**Run 1: the metal 2 layer**

The bar under the picture is 20 um long.
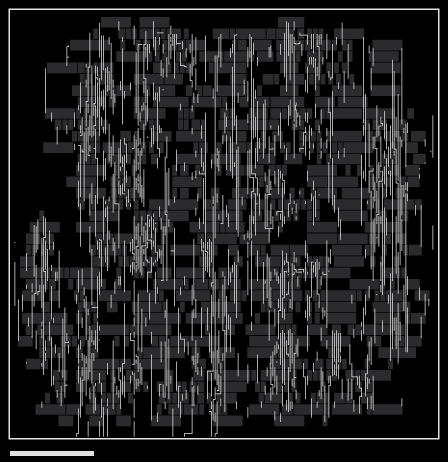
**Run 1: met4 routing**

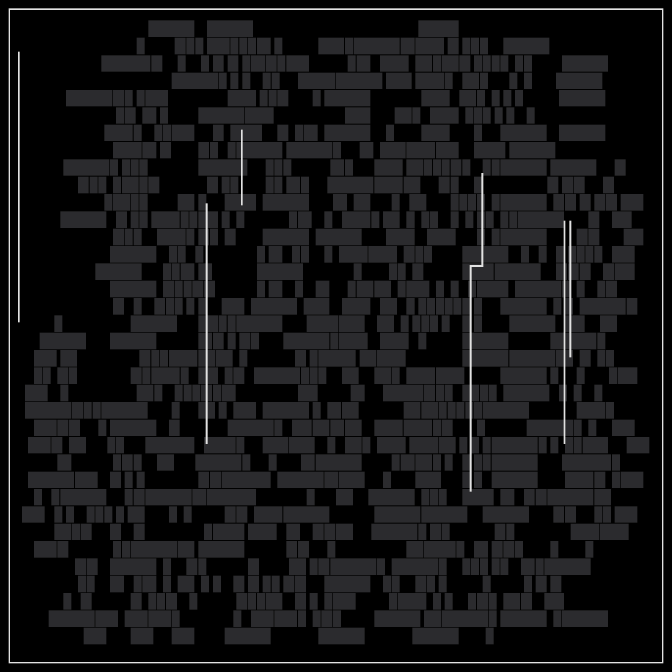
**Run 1: routing congestion map**

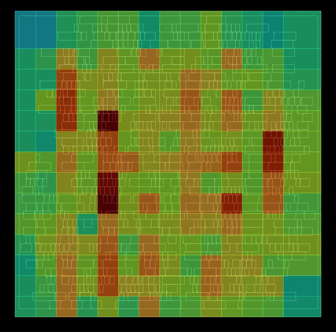
===== config.mk =====
export PLATFORM = sky130hd
export DESIGN_NAME = bin_to_ind_scan
export DESIGN_NICKNAME = d
export VERILOG_FILES = /design/src/rtl/bin_to_ind_scan.sv
export SDC_FILE = /design/constraint.sdc
export NUM_CORES = 1
export LEC_CHECK = 0
export ABC_AREA = 1
export CORE_MARGIN = 1
export CORE_UTILIZATION = 50
export DETAILED_ROUTE_END_ITERATION = 7
export PLACE_DENSITY = 0.67
export SLEW_MARGIN = 0
export SYNTH_ARGS = -nofsm -noshare
export SYNTH_HDL_FRONTEND = slang
export SYNTH_SLANG_ARGS = --single-unit

===== constraint.sdc =====
create_clock -name tg -period 2.2 [get_ports tg]
set_input_delay 0.44 -clock tg [delete_from_list [all_inputs] [get_ports tg]]
set_output_delay 0.44 -clock tg [all_outputs]
set_load 0.01 [all_outputs]

===== src/rtl/bin_to_ind_scan.sv =====
// bin_to_ind_scan: binary value in through a load/busy handshake, sequential
// double-dabble BCD conversion, multiplexed 7-segment scan over DIGITS digits.
// Optional feature macro: LEAD_ZERO_BLANK_EN (blank digits above the most
// significant nonzero nibble; digit 0 always shown).
module bin_to_ind_scan #(
  parameter int DIGITS      = 4,
  parameter int WIDTH       = 14,
  parameter int REFRESH_DIV = 1000
) (
  input  logic              tg,
  input  logic              rst,
  input  logic [WIDTH-1:0]  d,
  input  logic              load,
  output logic              busy,
  output logic [DIGITS-1:0] sel,
  output logic [6:0]        seg
);

  function automatic logic [63:0] pow10(input int n);
    logic [63:0] r;
    r = 64'd1;
    for (int i = 0; i < n; i++) r = r * 64'd10;
    return r;
  endfunction

  function automatic logic [6:0] seg7(input logic [3:0] nib);
    case (nib)
      4'd0:    seg7 = 7'h3F;
      4'd1:    seg7 = 7'h06;
      4'd2:    seg7 = 7'h5B;
      4'd3:    seg7 = 7'h4F;
      4'd4:    seg7 = 7'h66;
      4'd5:    seg7 = 7'h6D;
      4'd6:    seg7 = 7'h7D;
      4'd7:    seg7 = 7'h07;
      4'd8:    seg7 = 7'h7F;
      4'd9:    seg7 = 7'h6F;
      default: seg7 = 7'h00;
    endcase
  endfunction

  localparam int BW = 4 * DIGITS;
  // Overflow limit is held at a width wide enough for both d and 10^DIGITS.
  localparam logic [63:0] LIMIT64 = pow10(DIGITS);
  localparam int LOG_W = $clog2(LIMIT64) + 1;
  localparam int CMP_W = (WIDTH > LOG_W) ? WIDTH : LOG_W;
  localparam logic [CMP_W-1:0] LIMIT = LIMIT64[CMP_W-1:0];
  localparam int CNT_W = (WIDTH > 1) ? $clog2(WIDTH) : 1;
  localparam int PW    = (REFRESH_DIV > 1) ? $clog2(REFRESH_DIV) : 1;
  localparam int IW    = (DIGITS > 1) ? $clog2(DIGITS) : 1;

  typedef enum logic {IDLE, CONV} state_t;

  state_t            state_reg, state_next;
  logic [WIDTH-1:0]  bin_reg, bin_next;
  logic [BW-1:0]     bcd_reg, bcd_next;
  logic [CNT_W-1:0]  cnt_reg, cnt_next;
  logic              ovf_reg, ovf_next;
  logic [BW-1:0]     disp_reg, disp_next;
  logic              dovf_reg, dovf_next;
  logic [PW-1:0]     presc_reg;
  logic [IW-1:0]     idx_reg;

  logic [CMP_W-1:0]      d_ext;
  logic                  ovf_in;
  logic [BW-1:0]         bcd_adj;
  logic [BW+WIDTH-1:0]   shifted;
  logic [6:0]            seg_dig [DIGITS];

  assign d_ext   = CMP_W'(d);
  assign ovf_in  = (d_ext >= LIMIT);
  assign shifted = {bcd_adj, bin_reg} << 1;

  // Add-3 correction applied to every nibble that is 5 or more.
  genvar gi;
  generate
    for (gi = 0; gi < DIGITS; gi++) begin : g_adj
      assign bcd_adj[4*gi +: 4] = (bcd_reg[4*gi +: 4] >= 4'd5) ?
                                  bcd_reg[4*gi +: 4] + 4'd3 : bcd_reg[4*gi +: 4];
    end
  endgenerate

  // Converter state and datapath registers.
  always_ff @(posedge tg) begin
    if (rst) begin
      state_reg <= IDLE;
      bin_reg   <= '0;
      bcd_reg   <= '0;
      cnt_reg   <= '0;
      ovf_reg   <= 1'b0;
      disp_reg  <= '0;
      dovf_reg  <= 1'b0;
    end else begin
      state_reg <= state_next;
      bin_reg   <= bin_next;
      bcd_reg   <= bcd_next;
      cnt_reg   <= cnt_next;
      ovf_reg   <= ovf_next;
      disp_reg  <= disp_next;
      dovf_reg  <= dovf_next;
    end
  end

  // Converter next-state: capture on load, one iteration per CONV cycle,
  // publish result on the last iteration edge.
  always_comb begin
    state_next = state_reg;
    bin_next   = bin_reg;
    bcd_next   = bcd_reg;
    cnt_next   = cnt_reg;
    ovf_next   = ovf_reg;
    disp_next  = disp_reg;
    dovf_next  = dovf_reg;
    case (state_reg)
      IDLE: begin
        if (load) begin
          bin_next   = d;
          bcd_next   = '0;
          cnt_next   = '0;
          ovf_next   = ovf_in;
          state_next = CONV;
        end
      end
      CONV: begin
        bcd_next = shifted[BW+WIDTH-1:WIDTH];
        bin_next = shifted[WIDTH-1:0];
        cnt_next = cnt_reg + CNT_W'(1);
        if (cnt_reg == CNT_W'(WIDTH - 1)) begin
          disp_next  = shifted[BW+WIDTH-1:WIDTH];
          dovf_next  = ovf_reg;
          state_next = IDLE;
        end
      end
      default: state_next = IDLE;
    endcase
  end

  assign busy = (state_reg == CONV);

  // Refresh prescaler and digit index, free running after reset.
  always_ff @(posedge tg) begin
    if (rst) begin
      presc_reg <= '0;
      idx_reg   <= '0;
    end else if (presc_reg == PW'(REFRESH_DIV - 1)) begin
      presc_reg <= '0;
      idx_reg   <= (idx_reg == IW'(DIGITS - 1)) ? '0 : idx_reg + IW'(1);
    end else begin
      presc_reg <= presc_reg + PW'(1);
    end
  end

`ifdef LEAD_ZERO_BLANK_EN
  // upper_zero[i]: nibble i and every nibble above it are zero.
  logic [DIGITS-1:0] upper_zero;
  generate
    for (gi = 0; gi < DIGITS; gi++) begin : g_seg
      if (gi == DIGITS - 1) begin : g_top
        assign upper_zero[gi] = (disp_reg[4*gi +: 4] == 4'd0);
      end else begin : g_mid
        assign upper_zero[gi] = (disp_reg[4*gi +: 4] == 4'd0) & upper_zero[gi+1];
      end
      if (gi == 0) begin : g_d0
        assign seg_dig[gi] = seg7(disp_reg[4*gi +: 4]);
      end else begin : g_dn
        assign seg_dig[gi] = upper_zero[gi] ? 7'h00 : seg7(disp_reg[4*gi +: 4]);
      end
    end
  endgenerate
`else
  generate
    for (gi = 0; gi < DIGITS; gi++) begin : g_seg
      assign seg_dig[gi] = seg7(disp_reg[4*gi +: 4]);
    end
  endgenerate
`endif

  assign sel = ~(DIGITS'(1) << idx_reg);
  assign seg = dovf_reg ? 7'h40 : seg_dig[idx_reg];

endmodule


==> changes_impl.md, run 1 <==
### Metrics

- Status: completed
- Met3 WL: between 200 and 250 um
- MaxCap Viol Count: 0
- Tool Warnings: roughly 54
- Synth top cell by count: nand2_1
- Die Span X: roughly 100 um
- Pre-CTS WS: -1.48 ps
- Overall power: between 2000 and 3000 uW
- Number of enable flip-flop cells: 0
- Number of inserted diodes: 0
- Initial drt markers: roughly 110
- Post-synth top cells: 209 x nand2_1, 93 x dfxtp_1, 83 x inv_1
- Sequential Power Share: 0.596
- H-tree depth: 3
- Hold_buf cts: 0
- Core Rows: 36
- # port buffers: 28
- Clock-pin slew on the worst setup and hold paths: roughly 80 ps
- First-pass GRT wire length: between 15000 and 20000 um
- Gr usage total: 0.213
- Fin nets: between 700 and 800
- CTS Sinks: between 90 and 100
- Post-synthesis sequential area ratio: 0.371
- Post-synth ARST share: 0
- Distinct lib cells used: 38
- Crit-path cells: clkinv_2 -> ha_1 -> inv_1 -> clkdlybuf4s50_1
- Initial antenna violation count: 0
- Number of global-route vias before repair: 3955
- Gpl congestion: approximately 0.77
- Final cell count without fillers: slightly below 900
- Clock power share: 0.346
- Die H: between 100 and 150 um
- Worst EP arrival: between 1500 and 2000 ps
- Top cells by area: dfxtp_1 37%, nand2_1 16%, ha_1 9.7%
- CTS tree: done
- Final setup TNS: 0 ps
- Final HPWL DP: between 7000 and 8000 um
- Gate power share: 0.058
- Critical Path Sink Type: output port
- Root buffer cell: clkbuf_8
- Final setup margin: about 110 ps
- Final critical-path share of the clock period: 0.951
- Worst Tran Pin Value: around 460 ps
- Peak Freq: between 400 and 500 MHz
- Skew final: between 10 and 15 ps
- DR WL met2: between 4000 and 5000 um
- ANT nets after route: 0
- Post-route minimum period: ~2100 ps
- Layout cells sized above 1: 0.123
- Metal-1 WL: 5040 um
- Yosys cell count: 691
- GRT overflow: 0
- Relative slew slack: 0.691
- Largest area contributor in the netlist: dfxtp_1
- Max reg flops: 28
- Lkg Pwr: ~0.0027 uW
- Drt drc: 0
- Synth Flop Type: dfxtp_1
- Switching Share: 0.236
- Area growth syn-to-layout: 13.3%
- Latency at later pin: roughly 360 ps
- WP data required: roughly 1800 ps
- Pin count of the biggest net entering global routing: 35
- Pwr Density: 508 nW/um^2
- Kind of critical path: reg2out
- Yosys Chip Area: roughly 5000 sq um
- Chip area: between 10000 and 15000 sq um
- Cells after DPL: about 850
- Synth warn: 0
- CP max FO: 10
- Core area: 9770 sq um
- Inserted Clock Buffers: 9
- Pint: ~2200 uW
- CTS Buffer Depth: 2
- Max incr delay on CP: approximately 520 ps
- Type of the tightest min-delay check: reg2reg
- Startpoint Class: register
- First drt pass iteration count: 4
- Final hold viol count: 0
- Synth Instances: 691
- Initial Util: 0.514
- NetSw: 682 uW
- Avg Cell Area, Syn: 7.27 sq um
- Vias per cell: between 4 and 5
- Area leader share: 0.371
- Top routing layer in use: met4
- IO Count: 29
- Final setup violation count: 0
- Syn_nets: around 750
- Post-synth regs: 93
- Worst VDD drop: 0.238 mV
- WHS: roughly 450 ps
- Synthesized cell area: around 5000 sq um
- Worst path slowest cell: clkdlybuf4s50_1
- Fin. max-slew vios: 0
Back to the opening pictures, 'the metal 2 layer':
share of all routed wire: 45%
wire length on this layer: 4530 um

Back to the opening pictures, 'met4 routing':
wire length on this layer: 198 um
longest straight run: 42.2 um
main direction: vertical
Routed WL: 10000 um
vias: 4189

Back to the opening pictures, 'routing congestion map':
grt met2 use: 0.346
met3 Use GR: 0.0301
met1 usage: 0.280
DR WL/cell: 11.5 um
final core utilization: 0.582

-- run 1: cell type report --
cell class | count | area (sq um)
Inverter | 91 | 350
Tap cell | 133 | 166
Clock buffer | 13 | 149
Fill cell | 913 | 4080
Clock inverter | 2 | 10.0
Sequential cell | 93 | 1870
Timing Repair Buffer | 47 | 415
Multi-Input combinational cell | 488 | 2730
-- run 1: per-layer routing --
layer	up-vias	GRT usage
li1	2262	-
met1	1856	0.280
met2	56	0.346
met3	15	0.0301
met4	0	0.0989
met5	-	0
-- run 1: cell usage in the layout, fill, tap and decap left out, drive strengths merged, types with 5 or more instances in the layout --
| master | n |
|---|---|
| ha | 39 |
| inv | 89 |
| nand4 | 14 |
| nand3b | 16 |
| nand2 | 218 |
| dfxtp | 93 |
| clkbuf | 14 |
| clkdlybuf4s50 | 20 |
| nor2 | 64 |
| a22oi | 5 |
| nand3 | 42 |
| buf | 20 |
| a21oi | 32 |
| o21ai | 42 |
-- run 1: power by group through the flow --
stage | Combinational (uW) | Clock, uW | Sequential, uW
after global routing | 186 | 1100 | 1730
after floorplan | 106 | 0 | 1760
final | 167 | 1000 | 1720
after global placement | 163 | 0 | 1760
after CTS | 166 | 1030 | 1720
after detailed placement | 166 | 0 | 1760
-- run 1: kinds of logic (layout without fill, tap and decap cells) --
family          Yosys count  in the layout  share of synthesized area
fa+ha+maj                39             39                     0.0972
mux                       1              1                    0.00199
xor+xnor                  1              1                    0.00174
flops                    93             93                      0.371
simple gates            362            362                      0.344
compound gates           85             85                     0.0947
buf+inv                 110            153                     0.0899
-- run 1: what timing repair did --
item                                    CTS  global route
endpoints found under the setup margin   10            28
pin swaps                                 0             2
setup buffers                             0             3
resized                                  12            21
gates cloned                              0             0
-- run 1: worst paths after layout --
path	start	endpoint	slack (ps)	depth (start not counted)
hold reg to reg	presc_reg[0]	presc_reg[0]	450	1
setup / recovery	idx_reg[1]	sel[1]	110	4
setup reg to reg	bcd_reg[8]	seg_dig[13]	200	14
hold / removal	presc_reg[0]	presc_reg[0]	450	1
-- run 1: critical path: cells and delay by family (launching register included) --
family / cells / cell delay [ps]
buffers and inverters: 3 / 720
DFF: 1 / 350
adders and majority gates: 1 / 220
-- run 1: per-stage QoR --
stage,area [sq um],utilization
CTS,5640,0.577
detailed placement,5480,0.561
finish,5690,0.582
floorplan,5020,-
global route,5690,0.582
global placement,5480,0.561
==> run 1 -> run 2 <==
Settings changed: CTS_CLUSTER_DIAMETER set to 80.
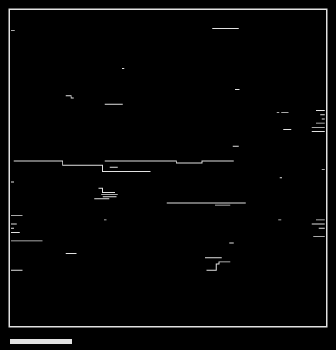
**Above:** run 2 (met3 routing).
The bar under the picture is 20 um long.
longest straight run: 25.3 um
share of all routed wire: 2.4%
nets with wire on the layer: 33
main direction: horizontal

==> changes_impl.md, run 2 <==
### Metrics

- Status: completed
- Distinct lib cells used: 38 (unchanged)
- Gpl congestion: 0.768 (unchanged)
- Drt drc: 0 (unchanged)
- WP data required: 1760 ps (about the same)
- Initial drt markers: 114 (unchanged)
- CP max FO: 10 (unchanged)
- Worst VDD drop: 0.238 mV (unchanged)
- Area growth syn-to-layout: 13.3% (unchanged)
- Skew final: 11.8 ps (unchanged)
- Avg Cell Area, Syn: 7.27 sq um (unchanged)
- Root buffer cell: clkbuf_8
- Overall power: 2890 uW (unchanged)
- Tool Warnings: 54 (unchanged)
- Final HPWL DP: 7480 um (unchanged)
- Inserted Clock Buffers: 9 (unchanged)
- Crit path buf inv count: 3 (unchanged)
- Post-synthesis sequential area ratio: 0.371 (unchanged)
- Yosys Chip Area: 5020 sq um (unchanged)
- Type of the tightest min-delay check: reg2reg
- # port buffers: 28 (unchanged)
- Peak Freq: 478 MHz (unchanged)
- Kind of critical path: reg2out
- Gr usage total: 0.213 (unchanged)
- Post-synth ARST share: 0 (unchanged)
- Worst path slowest cell: clkdlybuf4s50_1
- Largest area contributor in the netlist: dfxtp_1
- Final hold viol count: 0 (unchanged)
- Number of global-route vias before repair: 3955 (unchanged)
- Core Rows: 36 (unchanged)
- IO Count: 29 (unchanged)
- Critical path depth: 4 (unchanged)
- Number of enable flip-flop cells: 0 (unchanged)
- First-pass GRT wire length: 17600 um (unchanged)
- R2R Setup Slk: 200 ps (about the same)
- Syn_nets: 747 (unchanged)
- Routed WL: 10000 um (unchanged)
- Synth top cell by count: nand2_1
- Pwr Density: 508 nW/um^2 (unchanged)
- Pin count of the biggest net entering global routing: 35 (unchanged)
- Max reg flops: 28 (unchanged)
- H-tree depth: 3 (unchanged)
- Top cells by area: dfxtp_1 37%, nand2_1 16%, ha_1 9.7%
- Worst Tran Pin Value: 460 ps (unchanged)
- Latency at later pin: 360 ps (about the same)
- Placed inst area: 5480 sq um (unchanged)
- Synth Flop Type: dfxtp_1
- Delay-heaviest family, CP: buffers and inverters
- CTS Sinks: 93 (unchanged)
- Initial antenna violation count: 0 (unchanged)
- Post-route minimum period: 2090 ps (unchanged)
- Worst EP arrival: 1650 ps (about the same)
- Area leader share: 0.371 (unchanged)
- Synth Instances: 691 (unchanged)
- Fin nets: 786 (unchanged)
- Final core utilization: 0.582 (unchanged)
- Crit-path cells: clkinv_2 -> ha_1 -> inv_1 -> clkdlybuf4s50_1
- WHS: 450 ps (unchanged)
- Synthesized cell area: 5020 sq um (unchanged)
- Post-synth regs: 93 (unchanged)
- Post-synth top cells: 209 x nand2_1, 93 x dfxtp_1, 83 x inv_1
- Fin. max-slew vios: 0 (unchanged)
- Vias: 4189 (unchanged)
- Top Layout Cells: 204 x nand2_1, 87 x dfxtp_1, 81 x inv_1, 50 x nor2_1, 39 x ha_1
- First drt pass iteration count: 4 (unchanged)
- Max incr delay on CP: 520 ps (about the same)
- Vias per cell: 4.83 (unchanged)
- Hold depth: 1 (unchanged)
- Relative slew slack: 0.691 (unchanged)
- Layout cells sized above 1: 0.123 (unchanged)
- Core area: 9770 sq um (unchanged)
- Synth warn: 0 (unchanged)
- Clock-pin slew on the worst setup and hold paths: 80 ps (about the same)
- DR WL/cell: 11.5 um (unchanged)
- Die H: 102 um (unchanged)
- Lkg Pwr: 0.00270 uW (unchanged)
- Startpoint Class: register
- CTS tree: done
- Final setup TNS: 0 ps (unchanged)
- Top cell excl fill/tap: nand2_1
- MaxCap Viol Count: 0 (unchanged)
- Chip area: 10400 sq um (unchanged)
- Final setup violation count: 0 (unchanged)
- ANT nets after route: 0 (unchanged)
- Number of inserted diodes: 0 (unchanged)
- Initial Util: 0.514 (unchanged)
- Die Span X: 102 um (unchanged)
- Critical Path Sink Type: output port
- CTS Buffer Depth: 2 (unchanged)
- Yosys cell count: 691 (unchanged)
- R2R depth: 14 (unchanged)
- GRT overflow: 0 (unchanged)
- Final critical-path share of the clock period: 0.951 (unchanged)
- Post-route cell area: 5690 sq um (unchanged)
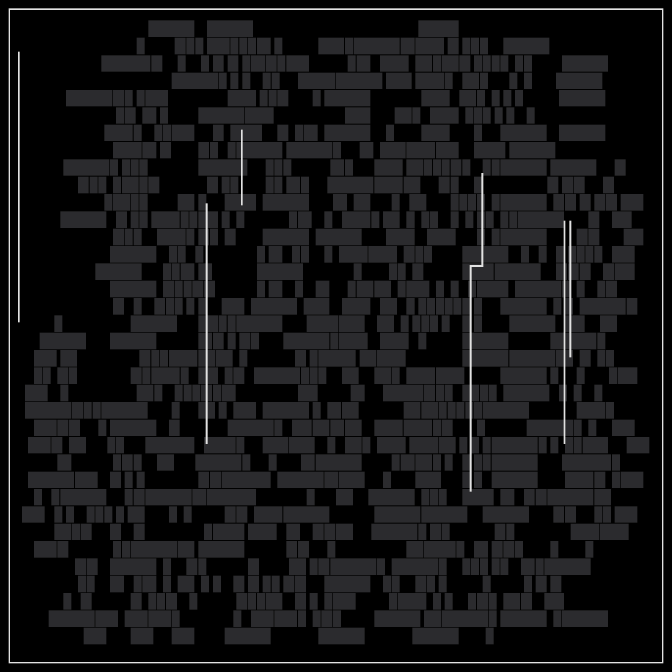
**Above:** run 2 (met4 routing).
nets with wire on the layer: 4
main direction: vertical

run 2: logic make-up after synthesis:
group	synth area share
simple gates	0.344
buf+inv	0.0899
flops	0.371
compound gates	0.0947
fa+ha+maj	0.0972
xor+xnor	0.00174
mux	0.00199
run 2: through the flow:
| stage | cells | setup WS (ps) |
|---|---|---|
| after floorplan | 691 | 280 |
| after global placement | 849 | 143 |
| after detailed placement | 849 | -1.48 |
| after CTS | 864 | 22.7 |
| after global routing | 867 | -3.96 |
| final | 867 | 108 |
run 2: final cells by class:
type	count	area (sq um)
fillers	913	4080
multi-input cells	488	2730
flip-flops and latches	93	1870
repair buffers	47	415
inverters	91	350
well taps	133	166
clock buffers	13	149
clock inverters	2	10.0
run 2: worst reg2reg max path: cells and delay by family, from the launching register on:
family	cells	cell delay (ps)
flops	1	380
simple gates	9	860
fa+ha+maj	2	390
buf+inv	3	310
run 2: path summary, 6_finish.rpt:
kind | from | endpoint
min reg2reg | presc_reg[0] | presc_reg[0]
max reg2reg | bcd_reg[8] | seg_dig[13]
min | presc_reg[0] | presc_reg[0]
max | idx_reg[1] | sel[1]
run 2: routing by layer:
metal  wire length (um)  vias up  global-route usage
li1                   -     2262                   -
met1               5040     1856               0.280
met2               4530       56               0.346
met3                237       15              0.0301
met4                198        0              0.0989
met5                  0        -                   0
run 2: repair_timing:
item / in CTS / in global routing
hold buffers: 0 / 0
endpoints found under the setup margin: 10 / 28
setup buffers: 0 / 3
resized: 12 / 21
pin swaps: 0 / 2
run 2: power by group:
group          internal [uW]  switching [uW]
clock network            434             567
logic                   67.8            98.9
registers               1710            15.8
total                   2210             682
No activity file was given, so power comes from the tool's default toggle rates.
